Figure 1. Close-up of the layout.
Window x 79 to 104, y 79 to 104 µm. Cells in gray, sequential cells in the stronger gray; small squares are vias.
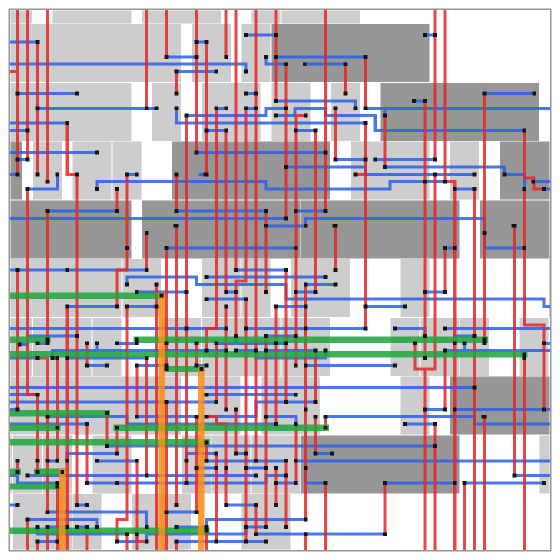
Figure 2. Congestion heat map.
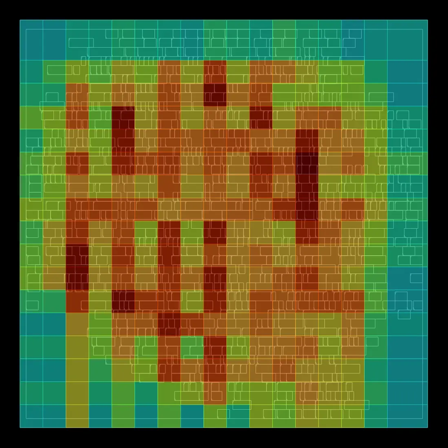
Figure 3. Sequential cells colored by netlist name.
(4 px per µm) Other sequential cells in the stronger gray, the rest of the logic in the fainter gray.
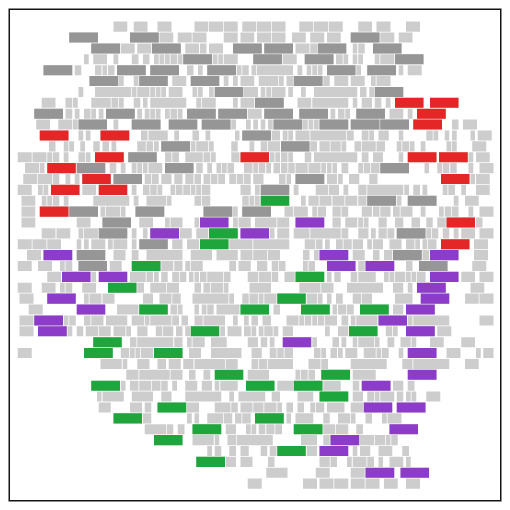
[config.mk]
export PLATFORM = sky130hd
export DESIGN_NAME = pio_cmd_ctrl
export DESIGN_NICKNAME = d
export VERILOG_FILES = /design/src/rtl/pio_ctrl_pkg.sv /design/src/rtl/pio_cmd_ctrl_run_timer.sv /design/src/rtl/pio_cmd_ctrl.sv
export SDC_FILE = /design/constraint.sdc
export NUM_CORES = 1
export LEC_CHECK = 0
export CAP_MARGIN = 20
export CORE_MARGIN = 1.5
export CORE_UTILIZATION = 48
export DETAILED_ROUTE_END_ITERATION = 16
export GPL_TIMING_DRIVEN = 0
export MAX_ROUTING_LAYER = met4
export PLACE_DENSITY = 0.81
export SLEW_MARGIN = 5
export SYNTH_ARGS = -nofsm -noshare
export SYNTH_HDL_FRONTEND = slang
export SYNTH_SLANG_ARGS = --single-unit
[constraint.sdc]
create_clock -name clk -period 4.3 [get_ports clk]
set_clock_uncertainty 0.1 [all_clocks]
set_input_delay 0.86 -clock clk [delete_from_list [all_inputs] [get_ports clk]]
set_output_delay 0.86 -clock clk [all_outputs]
set_load 0.05 [all_outputs]
[src/rtl/pio_ctrl_pkg.sv]
// pio_ctrl_pkg: shared types and constants for the PIO command sequencer.
// Opcode and state encodings, result word field positions and the
// threshold value loaded at reset.
package pio_ctrl_pkg;

    typedef enum logic [3:0] {
        OP_NOP      = 4'h0,
        OP_SET_ADDR = 4'h1,
        OP_WR_PIX   = 4'h2,
        OP_SET_THR  = 4'h3,
        OP_RUN      = 4'h4,
        OP_RD_RES   = 4'h5,
        OP_STATUS   = 4'h6
    } opcode_e;

    typedef enum logic [2:0] {
        ST_IDLE     = 3'd0,
        ST_EXEC     = 3'd1,
        ST_ACK      = 3'd2,
        ST_WAIT_RD  = 3'd3,
        ST_WAIT_ENG = 3'd4
    } state_e;

    localparam int ACK_BIT = 31;
    localparam int ERR_BIT = 30;
    localparam int DATA_W  = 30;

    localparam logic [DATA_W-1:0] DATA_MAX  = 30'h3FFF_FFFF;
    localparam logic [7:0]        THR_RESET = 8'h40;

    // Assemble the word presented on the data-out PIO.
    function automatic logic [31:0] pack_result(input logic ack,
                                                input logic err,
                                                input logic [DATA_W-1:0] data);
        return {ack, err, data};
    endfunction

endpackage

[src/rtl/pio_cmd_ctrl_run_timer.sv]
// run_timer: saturating 30-bit cycle counter for engine runs.
// With PIO_CTRL_WATCHDOG_EN defined, also flags when the count being
// recorded this cycle reaches TIMEOUT_CYCLES; otherwise never expires.
module run_timer
    import pio_ctrl_pkg::*;
#(
    parameter int TIMEOUT_CYCLES = 1000000
)
(
    input  logic              clk,
    input  logic              reset,
    input  logic              i_clr,
    input  logic              i_en,
    output logic [DATA_W-1:0] o_cnt_next,
    output logic              o_expired
);

    logic [DATA_W-1:0] r_cnt;

    // Next count value, sticking at the all-ones ceiling.
    always_comb begin
        if (r_cnt == DATA_MAX) begin
            o_cnt_next = DATA_MAX;
        end else begin
            o_cnt_next = r_cnt + 30'd1;
        end
    end

    // Counter register: clear takes priority over counting.
    always_ff @(posedge clk) begin
        if (reset) begin
            r_cnt <= 30'd0;
        end else if (i_clr) begin
            r_cnt <= 30'd0;
        end else if (i_en) begin
            r_cnt <= o_cnt_next;
        end else begin
            r_cnt <= r_cnt;
        end
    end

`ifdef PIO_CTRL_WATCHDOG_EN
    localparam logic [DATA_W-1:0] LIMIT = 30'(TIMEOUT_CYCLES);

    // Watchdog compare on the count that would be recorded this cycle.
    always_comb begin
        o_expired = i_en && (o_cnt_next >= LIMIT);
    end
`else
    // Without the watchdog the engine is waited on indefinitely.
    always_comb begin
        o_expired = 1'b0;
    end
`endif

endmodule

[src/rtl/pio_cmd_ctrl.sv]
// pio_cmd_ctrl: decodes 20-bit HPS command words and runs a four-phase
// flag/ack handshake, driving pixel writes, threshold config, engine
// runs and result readback. Optional watchdog: PIO_CTRL_WATCHDOG_EN.
module pio_cmd_ctrl
    import pio_ctrl_pkg::*;
#(
    parameter int ADDR_W         = 14,
    parameter int TIMEOUT_CYCLES = 1000000
)
(
    input  logic              clk,
    input  logic              reset,
    input  logic [19:0]       cmd_i,
    input  logic              flag_i,
    output logic [31:0]       result_o,
    output logic [ADDR_W-1:0] pix_addr_o,
    output logic [7:0]        pix_wdata_o,
    output logic              pix_we_o,
    output logic [ADDR_W-1:0] res_addr_o,
    input  logic [7:0]        res_rdata_i,
    output logic [7:0]        thresh_o,
    output logic              eng_start_o,
    input  logic              eng_done_i,
    output logic              eng_abort_o
);

    logic              r_flag_q;
    logic              r_flag_q2;
    state_e            r_state;
    logic [19:0]       r_cmd;
    logic [ADDR_W-1:0] r_addr;
    logic [7:0]        r_thr;
    logic              r_timeout;
    logic [31:0]       r_result;
    logic [ADDR_W-1:0] r_pix_addr;
    logic [7:0]        r_pix_wdata;
    logic              r_pix_we;
    logic [ADDR_W-1:0] r_res_addr;
    logic              r_start;
    logic              r_abort;

    logic              w_flag_rise;
    logic [15:0]       w_arg;
    logic [ADDR_W-1:0] w_addr_inc;
    logic [13:0]       w_addr14;
    logic              w_tmr_clr;
    logic              w_tmr_en;
    logic [DATA_W-1:0] w_cnt_next;
    logic              w_expired;

    assign w_flag_rise = r_flag_q & ~r_flag_q2;
    assign w_arg       = r_cmd[15:0];
    assign w_addr_inc  = r_addr + {{(ADDR_W-1){1'b0}}, 1'b1};
    assign w_addr14    = 14'(r_addr);
    assign w_tmr_clr   = (r_state == ST_EXEC) && (r_cmd[19:16] == OP_RUN);
    assign w_tmr_en    = (r_state == ST_WAIT_ENG);

    assign result_o    = r_result;
    assign pix_addr_o  = r_pix_addr;
    assign pix_wdata_o = r_pix_wdata;
    assign pix_we_o    = r_pix_we;
    assign res_addr_o  = r_res_addr;
    assign thresh_o    = r_thr;
    assign eng_start_o = r_start;
    assign eng_abort_o = r_abort;

    run_timer #(
        .TIMEOUT_CYCLES (TIMEOUT_CYCLES)
    ) u_run_timer (
        .clk        (clk),
        .reset      (reset),
        .i_clr      (w_tmr_clr),
        .i_en       (w_tmr_en),
        .o_cnt_next (w_cnt_next),
        .o_expired  (w_expired)
    );

    // Register the HPS flag twice so a rising edge can be detected.
    always_ff @(posedge clk) begin
        if (reset) begin
            r_flag_q  <= 1'b0;
            r_flag_q2 <= 1'b0;
        end else begin
            r_flag_q  <= flag_i;
            r_flag_q2 <= r_flag_q;
        end
    end

    // Command FSM with all outputs registered; strobes default low each cycle.
    always_ff @(posedge clk) begin
        if (reset) begin
            r_state     <= ST_IDLE;
            r_cmd       <= 20'd0;
            r_addr      <= {ADDR_W{1'b0}};
            r_thr       <= THR_RESET;
            r_timeout   <= 1'b0;
            r_result    <= 32'd0;
            r_pix_addr  <= {ADDR_W{1'b0}};
            r_pix_wdata <= 8'd0;
            r_pix_we    <= 1'b0;
            r_res_addr  <= {ADDR_W{1'b0}};
            r_start     <= 1'b0;
            r_abort     <= 1'b0;
        end else begin
            r_pix_we <= 1'b0;
            r_start  <= 1'b0;
            r_abort  <= 1'b0;
            case (r_state)
                ST_IDLE: begin
                    if (w_flag_rise) begin
                        r_cmd   <= cmd_i;
                        r_state <= ST_EXEC;
                    end else begin
                        r_state <= ST_IDLE;
                    end
                end
                ST_EXEC: begin
                    case (opcode_e'(r_cmd[19:16]))
                        OP_NOP: begin
                            r_result <= pack_result(1'b1, 1'b0, 30'd0);
                            r_state  <= ST_ACK;
                        end
                        OP_SET_ADDR: begin
                            r_addr   <= w_arg[ADDR_W-1:0];
                            r_result <= pack_result(1'b1, 1'b0, 30'd0);
                            r_state  <= ST_ACK;
                        end
                        OP_WR_PIX: begin
                            r_pix_we    <= 1'b1;
                            r_pix_addr  <= r_addr;
                            r_pix_wdata <= w_arg[7:0];
                            r_addr      <= w_addr_inc;
                            r_result    <= pack_result(1'b1, 1'b0, 30'd0);
                            r_state     <= ST_ACK;
                        end
                        OP_SET_THR: begin
                            r_thr    <= w_arg[7:0];
                            r_result <= pack_result(1'b1, 1'b0, 30'd0);
                            r_state  <= ST_ACK;
                        end
                        OP_RUN: begin
                            r_start   <= 1'b1;
                            r_timeout <= 1'b0;
                            r_state   <= ST_WAIT_ENG;
                        end
                        OP_RD_RES: begin
                            r_res_addr <= r_addr;
                            r_addr     <= w_addr_inc;
                            r_state    <= ST_WAIT_RD;
                        end
                        OP_STATUS: begin
                            r_result <= pack_result(1'b1, 1'b0,
                                            {w_addr14, r_thr, 7'd0, r_timeout});
                            r_state  <= ST_ACK;
                        end
                        default: begin
                            r_result <= pack_result(1'b1, 1'b1, 30'd0);
                            r_state  <= ST_ACK;
                        end
                    endcase
                end
                ST_WAIT_RD: begin
                    r_result <= pack_result(1'b1, 1'b0, {22'd0, res_rdata_i});
                    r_state  <= ST_ACK;
                end
                ST_WAIT_ENG: begin
                    if (eng_done_i) begin
                        r_result <= pack_result(1'b1, 1'b0, w_cnt_next);
                        r_state  <= ST_ACK;
                    end else if (w_expired) begin
                        r_abort   <= 1'b1;
                        r_timeout <= 1'b1;
                        r_result  <= pack_result(1'b1, 1'b1, DATA_MAX);
                        r_state   <= ST_ACK;
                    end else begin
                        r_state <= ST_WAIT_ENG;
                    end
                end
                ST_ACK: begin
                    if (!r_flag_q) begin
                        r_result[ACK_BIT] <= 1'b0;
                        r_state           <= ST_IDLE;
                    end else begin
                        r_state <= ST_ACK;
                    end
                end
                default: begin
                    r_state <= ST_IDLE;
                end
            endcase
        end
    end

endmodule

==> flow_summary.ini <==
; generated from flow reports
[status]
outcome = finished, final reports clean

[finish]
comb_area_um2 = 3583
clkbuf_count = 22
clk_share_pct = 6.931
flop-count = 145
n_all_buffers = 172
dominant-cell-class = logic gates
largest_register_ffs = 32
seq_share_pct = 33.15
post-route-cell-area_um2 = 8756
nNonClkInverters = 11
comb_share_pct = 40.93
fin_cells = 1127
syn_to_final_growth_pct = 27.77
logic_gates = 587
buf_share_pct = 15.95
drive_above_1_share_pct = 11.62

[global_route]
grt_antenna_before_repair = 0
grt_pass1_wl_mm = 31.42
gr-total-overflow = 0
grt_pass1_vias = 6020
grt_max_degree = 17

[power]
p_leak_nw = 2.986
powerComb_mw = 0.259
switchingPower_mw = 0.7915
pg_clk_mw = 1.52
p_int_mw = 2.383
power_frac_seq_pct = 43.9
power_mw = 3.175
power_leader = clock
pg_seq_mw = 1.39
pwr-share-clk_pct = 47.9
netSwitchingFraction_pct = 24.93
vdd_ir_drop_max_uv = 300.3
pwr_density_cell_nw_per_um2 = 362.6

[timing]
fin_crit_sh_pct = 64.06
worst_slack_ns = 1.545
clock.fmax_mhz = 363.0
fin_worst_hold_slack_ns = 0.3571
drv_slew = 0
hold_viol_final = 0
rsz0062_at_grt = no
max_slew_margin_pct = 39.70
worst_slew_pin_slew_ns = 0.8995

[yosys]
ys_chip_area_um2 = 6853
edf_count = 0
yosysWarnings = 0
syn_inst = 808
synth-xor-area-share_pct = 2.666
synth_seq_share_pct = 42.36
aoi_share_pct = 23.02
ff_type = dfxtp_1
ys_sh_simple_pct = 22.80
synth_nets = 842
yosysCellCount = 808
logic_family = AND-OR/OR-AND gates
syn_area_per_cell_um2 = 8.481
ys_ff = 145
netlist_area_um2 = 6853
area_leaders = dfxtp_1 (42%), nand2_1 (6.7%), a21oi_1 (6.4%)
mux_share_pct = 3.378
synth_cell_types = 69
post-synth-top-area-fraction_pct = 42.36
async_reset_ff_share_pct = 0
synth_adder_area_share_pct = 0.3652

[clocking]
path_clk_slew_ns = 0.06
cts_setup_buffers = 0
clockBufferDepth = 2
root_buffer = clkbuf_16
cts_buffers = 17
h-tree-depth = 4
hold_buffers = 0
clock_latency_ns = 0.44

[min_path]
hold_path.startpoint = pix_addr_o[0]
hp-class = reg2reg
hold_path_depth = 2
whs_endpoint = pix_addr_o[0]

[detailed_routing]
wl_mm = 20.21
vias = 6603
via_per_inst = 5.859
firstDrtPassIters = 6
post_drt_wl_per_cell_um = 17.94
route.detailed.drc = 0
drtAntennaViolNets = 0

[setup_path]
crit_arrival_ns = 2.95
critPathLaunch = r_state[1]
critPathTopFamily = buffers and inverters
worst-path-buf-inv = 3
criticalPathCategory = reg2reg
crit_chain = clkbuf_1 -> nor3b_1 -> buf_2 -> a21oi_2 -> clkbuf_1 -> a211oi_1 -> nor3_1
max_stage_delay_ns = 0.56
cp.required_ns = 4.50
r2r-start = r_state[1]
r2r_end = result_o[8]
slowest_stage = a211oi_1
reg2reg_setup_slack_ns = 1.55
path_depth = 7
reg2regPathDepth = 7
path_max_fanout = 10

[placement]
io_buffers = 107
dp.cells = 1095
globalplace.congestion = 0.9660
placed_area_um2 = 8149
hpwl_mm = 14.14

[floorplan]
fp.dieW_um = 122.5
die_area_um2 = 15000
nWellTaps = 180
die_y_um = 122.5
ioPinCount = 111
core_um2 = 13930

[flow_run]
warnings = 28
drv_cap = 0
-- Figure 1 (at the start) --
Key: blue = met1; green = met3; orange = met4; red = met2
Most frequent: nand2_1 (8), clkbuf_1 (8), dfxtp_1 (8). Sequential cells in the window: 8. 50 logic cells have their middle in the window. Netlist names of flops here include `r_addr` (4), `r_cmd` (2).

-- Figure 2 (at the start) --
M3 GR Usage: 5.855%
gr busiest metal: met2
GRT Total Usage: 27.95%
Final Util: 62.84%
GRT met2 Usage: 40.82%

-- Figure 3 (at the start) --
Key: purple = `result_o` [sequential cells 32]; green = `u_run_timer.r_cnt` [sequential cells 30]; red = `r_cmd` [sequential cells 18]
Another 65 sequential cells are not colored.

==> Yosys cell counts (all sizes together), types with 3 or more instances <==
cell type,n
clkbuf,36
nor3,33
a221oi,15
buf,29
xor2,6
a311oi,20
xnor2,14
a21o,5
o31ai,4
a211oi,25
nand3,21
a31oi,8
or3,5
nor4,3
o21ai,22
nor2,90
nand2b,6
nor2b,4
inv,11
nand2,125
and3,8
a22oi,4
dfxtp,145
mux2i,22
and4,8
nand4,11
a21oi,95
o2bb2ai,4
==> per-layer routing <==
layer  vias up  GRT usage, %  part of all wire (%)
li1       3142             -                     -
met1      3109         38.11                    45
met2       318         40.82                    44
met3        34         5.855                   9.2
met4         0         10.39                   2.0
met5         -             -                     0
No activity file was given, so power comes from the tool's default toggle rates.
